### config.mk
export PLATFORM = sky130hd
export DESIGN_NAME = spi_shift_engine_flat
export DESIGN_NICKNAME = d
export VERILOG_FILES = /design/src/rtl/spi_shift_engine_if.sv /design/src/rtl/spi_shift_engine.sv /design/src/flat_wrapper.sv
export SDC_FILE = /design/constraint.sdc
export NUM_CORES = 1
export LEC_CHECK = 0
export CAP_MARGIN = 20
export CORE_MARGIN = 1
export CORE_UTILIZATION = 25
export CTS_CLUSTER_SIZE = 25
export DETAILED_ROUTE_END_ITERATION = 6
export DONT_BUFFER_PORTS = 1
export RECOVER_POWER = 100
export SYNTH_ARGS = -nofsm -noshare
export SYNTH_HDL_FRONTEND = slang
export SYNTH_SLANG_ARGS = --single-unit
### constraint.sdc
create_clock -name clk -period 2.4 [get_ports clk]
set_input_delay 0.48 -clock clk [delete_from_list [all_inputs] [get_ports clk]]
set_output_delay 0.48 -clock clk [all_outputs]
set_load 0.05 [all_outputs]
### src/rtl/spi_shift_engine_if.sv
// Bus bundle between an SPI shift engine and its controller.
// The master side is the engine itself; the slave side drives requests and frame data.
interface spi_shift_engine_if #(
    parameter int D_WIDTH = 8
);
    logic               enable;
    logic               cpol;
    logic               cpha;
    logic               cont;
    logic [7:0]         clk_div;
    logic [D_WIDTH-1:0] tx_data;
    logic               miso;
    logic               sclk;
    logic               ss_n;
    logic               mosi;
    logic               busy;
    logic [D_WIDTH-1:0] rx_data;
    logic               done;

    modport master (
        input  enable, cpol, cpha, cont, clk_div, tx_data, miso,
        output sclk, ss_n, mosi, busy, rx_data, done
    );

    modport slave (
        output enable, cpol, cpha, cont, clk_div, tx_data, miso,
        input  sclk, ss_n, mosi, busy, rx_data, done
    );
endinterface

### src/rtl/spi_shift_engine.sv
// SPI master shift engine: one frame of D_WIDTH bits, MSB first, all four CPOL/CPHA modes,
// optional continuous mode keeping ss_n low across back-to-back frames.
module spi_shift_engine #(
    parameter int D_WIDTH = 8
) (
    input logic                clk,
    input logic                reset_n,
    spi_shift_engine_if.master bus
);
    localparam int             EW           = $clog2(2 * D_WIDTH + 1);
    localparam logic [EW-1:0]  LAST_EDGE    = EW'(2 * D_WIDTH);
    localparam logic [EW-1:0]  FINAL_LAUNCH = EW'(2 * D_WIDTH - 1);

    typedef enum logic {IDLE, XFER} state_t;

    state_t             state, state_next;
    logic [7:0]         div_l;
    logic [7:0]         hp_cnt;
    logic               cpha_l;
    logic [EW-1:0]      edge_cnt;
    logic [D_WIDTH-1:0] tx_sh;
    logic [D_WIDTH-1:0] rx_sh;
    logic               hp_hit;
    logic               edge_tick;
    logic               frame_end;
    logic               start;

    always_ff @(posedge clk or negedge reset_n) begin
        if (!reset_n) state <= IDLE;
        else          state <= state_next;
    end

    // After the last sclk edge one more half-period runs before the frame closes.
    always_comb begin
        state_next = state;
        start      = 1'b0;
        edge_tick  = 1'b0;
        frame_end  = 1'b0;
        hp_hit     = (hp_cnt == div_l);
        case (state)
            IDLE: begin
                if (bus.enable) begin
                    start      = 1'b1;
                    state_next = XFER;
                end
            end
            XFER: begin
                if (hp_hit) begin
                    if (edge_cnt == LAST_EDGE) begin
                        frame_end = 1'b1;
                        if (bus.cont && bus.enable) start = 1'b1;
                        else                        state_next = IDLE;
                    end else begin
                        edge_tick = 1'b1;
                    end
                end
            end
            default: state_next = IDLE;
        endcase
    end

    // tx_sh always holds the next bit to launch in its MSB; with cpha=0 the MSB is
    // already on mosi at frame start, so the register is pre-shifted by one.
    always_ff @(posedge clk or negedge reset_n) begin
        if (!reset_n) begin
            div_l    <= '0;
            cpha_l   <= 1'b0;
            hp_cnt   <= '0;
            edge_cnt <= '0;
            tx_sh    <= '0;
            rx_sh    <= '0;
            bus.sclk <= 1'b0;
            bus.ss_n <= 1'b1;
            bus.mosi <= 1'b0;
            bus.busy <= 1'b0;
        end else if (start) begin
            div_l    <= bus.clk_div;
            cpha_l   <= bus.cpha;
            hp_cnt   <= '0;
            edge_cnt <= '0;
            tx_sh    <= bus.cpha ? bus.tx_data : {bus.tx_data[D_WIDTH-2:0], 1'b0};
            rx_sh    <= '0;
            bus.mosi <= bus.tx_data[D_WIDTH-1];
            bus.sclk <= bus.cpol;
            bus.ss_n <= 1'b0;
            bus.busy <= 1'b1;
        end else if (state == IDLE || frame_end) begin
            hp_cnt   <= '0;
            bus.sclk <= bus.cpol;
            bus.ss_n <= 1'b1;
            bus.busy <= 1'b0;
        end else begin
            hp_cnt <= hp_hit ? 8'd0 : hp_cnt + 8'd1;
            if (edge_tick) begin
                bus.sclk <= ~bus.sclk;
                edge_cnt <= edge_cnt + EW'(1);
                // edge_cnt[0]==0 marks an odd (leading) edge
                if (edge_cnt[0] == cpha_l) begin
                    rx_sh <= {rx_sh[D_WIDTH-2:0], bus.miso};
                end else if (cpha_l || edge_cnt != FINAL_LAUNCH) begin
                    bus.mosi <= tx_sh[D_WIDTH-1];
                    tx_sh    <= {tx_sh[D_WIDTH-2:0], 1'b0};
                end
            end
        end
    end

    always_ff @(posedge clk or negedge reset_n) begin
        if (!reset_n) begin
            bus.rx_data <= '0;
            bus.done    <= 1'b0;
        end else begin
            bus.done <= frame_end;
            if (frame_end) bus.rx_data <= rx_sh;
        end
    end
endmodule

### src/flat_wrapper.sv
// flat-port wrapper written by rule: the top's interface ports become plain ports
module spi_shift_engine_flat 
#(
    parameter int D_WIDTH = 8
)
  (clk, reset_n, bus_enable, bus_cpol, bus_cpha, bus_cont, bus_clk_div, bus_tx_data, bus_miso, bus_sclk, bus_ss_n, bus_mosi, bus_busy, bus_rx_data, bus_done);
  spi_shift_engine_if #(.D_WIDTH(D_WIDTH)) bus_i ();
  input logic clk;
  input logic reset_n;
  input wire logic [$bits(bus_i.enable)-1:0] bus_enable;
  input wire logic [$bits(bus_i.cpol)-1:0] bus_cpol;
  input wire logic [$bits(bus_i.cpha)-1:0] bus_cpha;
  input wire logic [$bits(bus_i.cont)-1:0] bus_cont;
  input wire logic [$bits(bus_i.clk_div)-1:0] bus_clk_div;
  input wire logic [$bits(bus_i.tx_data)-1:0] bus_tx_data;
  input wire logic [$bits(bus_i.miso)-1:0] bus_miso;
  output wire logic [$bits(bus_i.sclk)-1:0] bus_sclk;
  output wire logic [$bits(bus_i.ss_n)-1:0] bus_ss_n;
  output wire logic [$bits(bus_i.mosi)-1:0] bus_mosi;
  output wire logic [$bits(bus_i.busy)-1:0] bus_busy;
  output wire logic [$bits(bus_i.rx_data)-1:0] bus_rx_data;
  output wire logic [$bits(bus_i.done)-1:0] bus_done;
  assign bus_i.enable = bus_enable;
  assign bus_i.cpol = bus_cpol;
  assign bus_i.cpha = bus_cpha;
  assign bus_i.cont = bus_cont;
  assign bus_i.clk_div = bus_clk_div;
  assign bus_i.tx_data = bus_tx_data;
  assign bus_i.miso = bus_miso;
  assign bus_sclk = bus_i.sclk;
  assign bus_ss_n = bus_i.ss_n;
  assign bus_mosi = bus_i.mosi;
  assign bus_busy = bus_i.busy;
  assign bus_rx_data = bus_i.rx_data;
  assign bus_done = bus_i.done;
  spi_shift_engine #(.D_WIDTH(D_WIDTH)) u_core (.clk(clk), .reset_n(reset_n), .bus(bus_i));
endmodule
### Placement by cell class

Bar = 20 um.
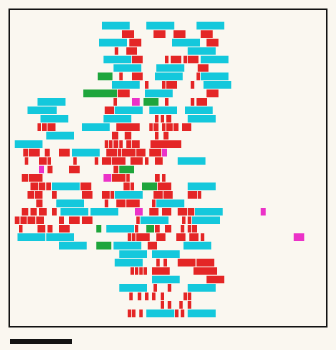
- all other logic: red (cells 167; share of their area 44%)
- flip-flops: cyan (cells 52; share of their area 50%)
- other buffers and delay cells: magenta (cells 7; share of their area 1.8%)
- clock drivers and dummy loads: green (cells 8; share of their area 4.3%)
Core ar.: 9420 um^2
std cell rows: 35
fin util: 29.5%
fraction of area in registers: 46.9%

### Congestion heat map

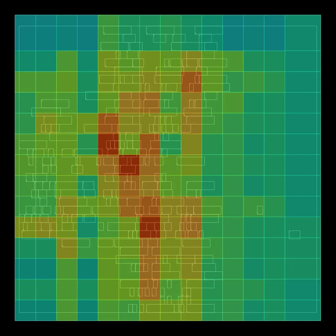
GR Layer Usage met3: 2.21%
met2 GRT Util: 17.0%

### Port wiring

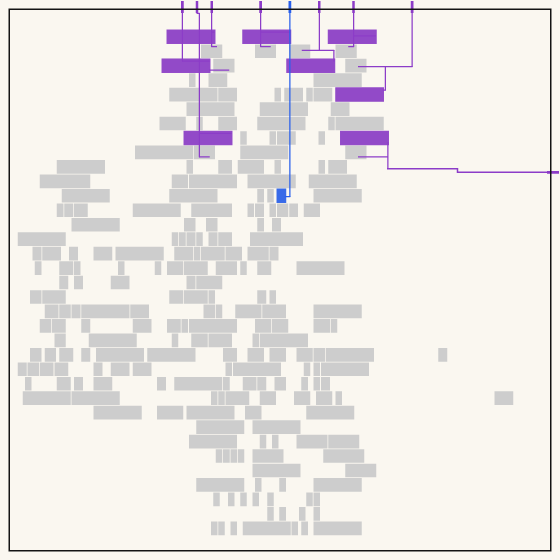
- bus_rx_data: purple (bits 8; direction output; edge 7 top, 1 right; end cells 8; buffers 0; wire 170 um)
- bus_cpol: blue (bits 1; direction input; edge top; end cells 1; buffers 0; wire 35.8 um)
I/O pins: 36
port bufs: 0

### Drive-strength map

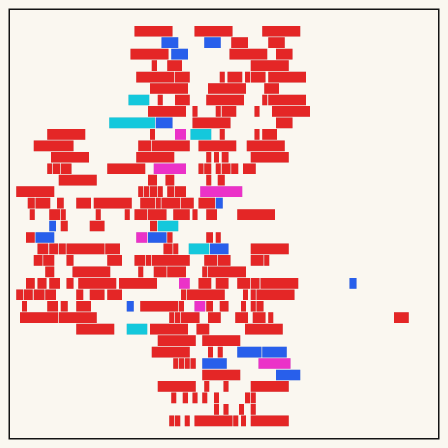
- drive 2: blue (cells 15)
- drive 6 and up: cyan (cells 6; most used clkbuf_8)
- drive 3 to 4: magenta (cells 7; most used buf_4)
- drive 1 or less: red (cells 206; most used dfrtp_1)
fin worst setup slack: 0.258 ns
Non-clk bufs: 7

### Wiring heat map

Bar = 20 um. 20 x 20 tiles, from dark purple (low) to yellow (high), scaled to the fullest tile. Values are wire area over tile area, all layers added.
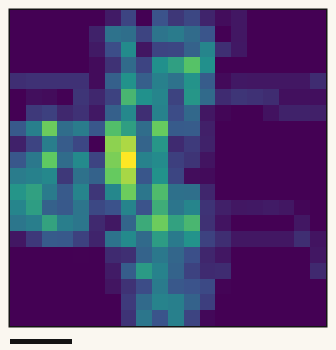
- tiles over half the peak: 8.3%
- nearly empty tiles: 39%
- mean over tiles: 0.070
- emptiest ninth of the die: middle right
- fullest tile: 0.40
via count: 1,552
overall routed net length: 4640 um

==> results.py <==
# Auto-generated metrics
metrics = {
    "global_route": {
        "grt_antenna_before_repair": 0,
        "busiest_layer": "met2",
        "use_met1_pct": 12.6,
        "grt_pass1_vias": 1609,
        "gr-usage-all-layers_pct": 10.1,
        "grt_max_degree": 52,
        "grt_overflow": 0,
    },
    "critical_path": {
        "reg2reg_depth": 8,
        "cp.required_ns": 2.60,
        "start_kind": "flip-flop",
        "r2r-start": "u_core.edge_cnt[0]$_DFFE_PN0P_",
        "path_max_fanout": 10,
    },
    "synth": {
        "ys_cells": 226,
        "syn-instance-count": 226,
        "largest_area_cell": "dfrtp_1",
        "ys_ff": 52,
        "async_reset_ff_share_pct": 100,
        "synth_seq_share_pct": 52.5,
        "edf_count": 0,
        "netlist.area_leader.share_pct": 51.5,
        "yosysWarnings": 0,
        "most_common_cell": "dfrtp_1",
    },
    "power_and_ir_drop": {
        "switching_power_w": 0.00142,
        "internal_power_w": 0.00203,
        "power_frac_clock_pct": 17.4,
        "pg_seq_w": 0.00181,
        "peakVddDrop_uv": 385,
        "p_comb_w": 0.00104,
        "p_leak_nw": 1.20,
        "seqPwrFrac_pct": 52.5,
    },
    "final_timing": {
        "rsz0062_at_grt": "false",
        "setup_tns_ns": 0,
        "worst_slew_pin_slew_ns": 1.25,
        "fin_crit_sh_pct": 89.2,
        "min_period_ns": 2.14,
        "whs_ns": 0.283,
    },
    "cts": {
        "cts_tree": "done",
        "clockBufferDepth": 2,
        "post_cts_buffers": 0,
        "h-tree-depth": 2,
    },
    "route": {
        "dr_wl_met2_um": 2340,
        "drt-initial-drc-count": 58,
        "met3_length_um": 175,
    },
    "final_layout": {
        "comb_area_um2": 1120,
        "drive_gt1_share_pct": 12.0,
        "area_delta_synth_final_pct": 11.9,
        "nNetsFinal": 260,
    },
    "run_status": {
        "status": "finished, final reports clean",
    },
    "placed_design": {
        "dp_cells": 353,
    },
}
worst min-delay path by stage:
stage,to,slack (ns),startpoint,cells after the start
finish,u_core.div_l[6]$_DFFE_PN0P_,0.28,bus_clk_div[6],2
floorplan,u_core.bus.busy$_DFFE_PN0P_,0.18,reset_n,0
CTS,u_core.bus.sclk$_DFFE_PN0P_,0.02,reset_n,1
global route,u_core.div_l[7]$_DFFE_PN0P_,0.27,bus_clk_div[7],2
global placement,u_core.hp_cnt[6]$_DFF_PN0_,0.19,reset_n,0
detailed placement,u_core.div_l[4]$_DFFE_PN0P_,0.19,reset_n,0
per-stage QoR:
step	utilization, %	total power [W]
3_5_place_dp	28.2	0.00288
5_1_grt	29.5	0.00371
2_1_floorplan	-	0.00262
4_1_cts	29.8	0.00351
6_report	29.5	0.00345
3_3_place_gp	28.2	0.00284
area by class of cell:
| class | instances | area share (%) |
|---|---|---|
| sequential | 52 | 46.9 |
| multi-input combinational | 159 | 40.4 |
| tap | 129 | 5.82 |
| inverter | 8 | 1.08 |
| clock inverter | 3 | 1.53 |
| clock buffer | 5 | 2.48 |
| timing repair buffer | 7 | 1.71 |
logic make-up (layout without fill, tap and decap cells):
logic type               Yosys count  in the layout  share of synthesized area (%)
AND-OR/OR-AND                     25             25                           7.32
adder cells (fa/ha/maj)            4              4                           2.02
multiplexers                      25             25                           10.5
buffers and inverters             15             23                           2.47
flip-flops                        52             52                           52.5
AND/OR/NAND/NOR                   86             86                           17.3
XOR/XNOR                          19             19                           7.92
worst max-delay path: stages (launching register included):
cell and delay (ns):
dfrtp_1 0.46, inv_1 0.10, ha_1 0.14, nand4bb_1 0.11, nand3b_1 0.25, o41a_1 0.57
clkbuf_2 0.25, nand3b_1 0.12, nand2_1 0.05
Power and IR drop assume default switching activity.
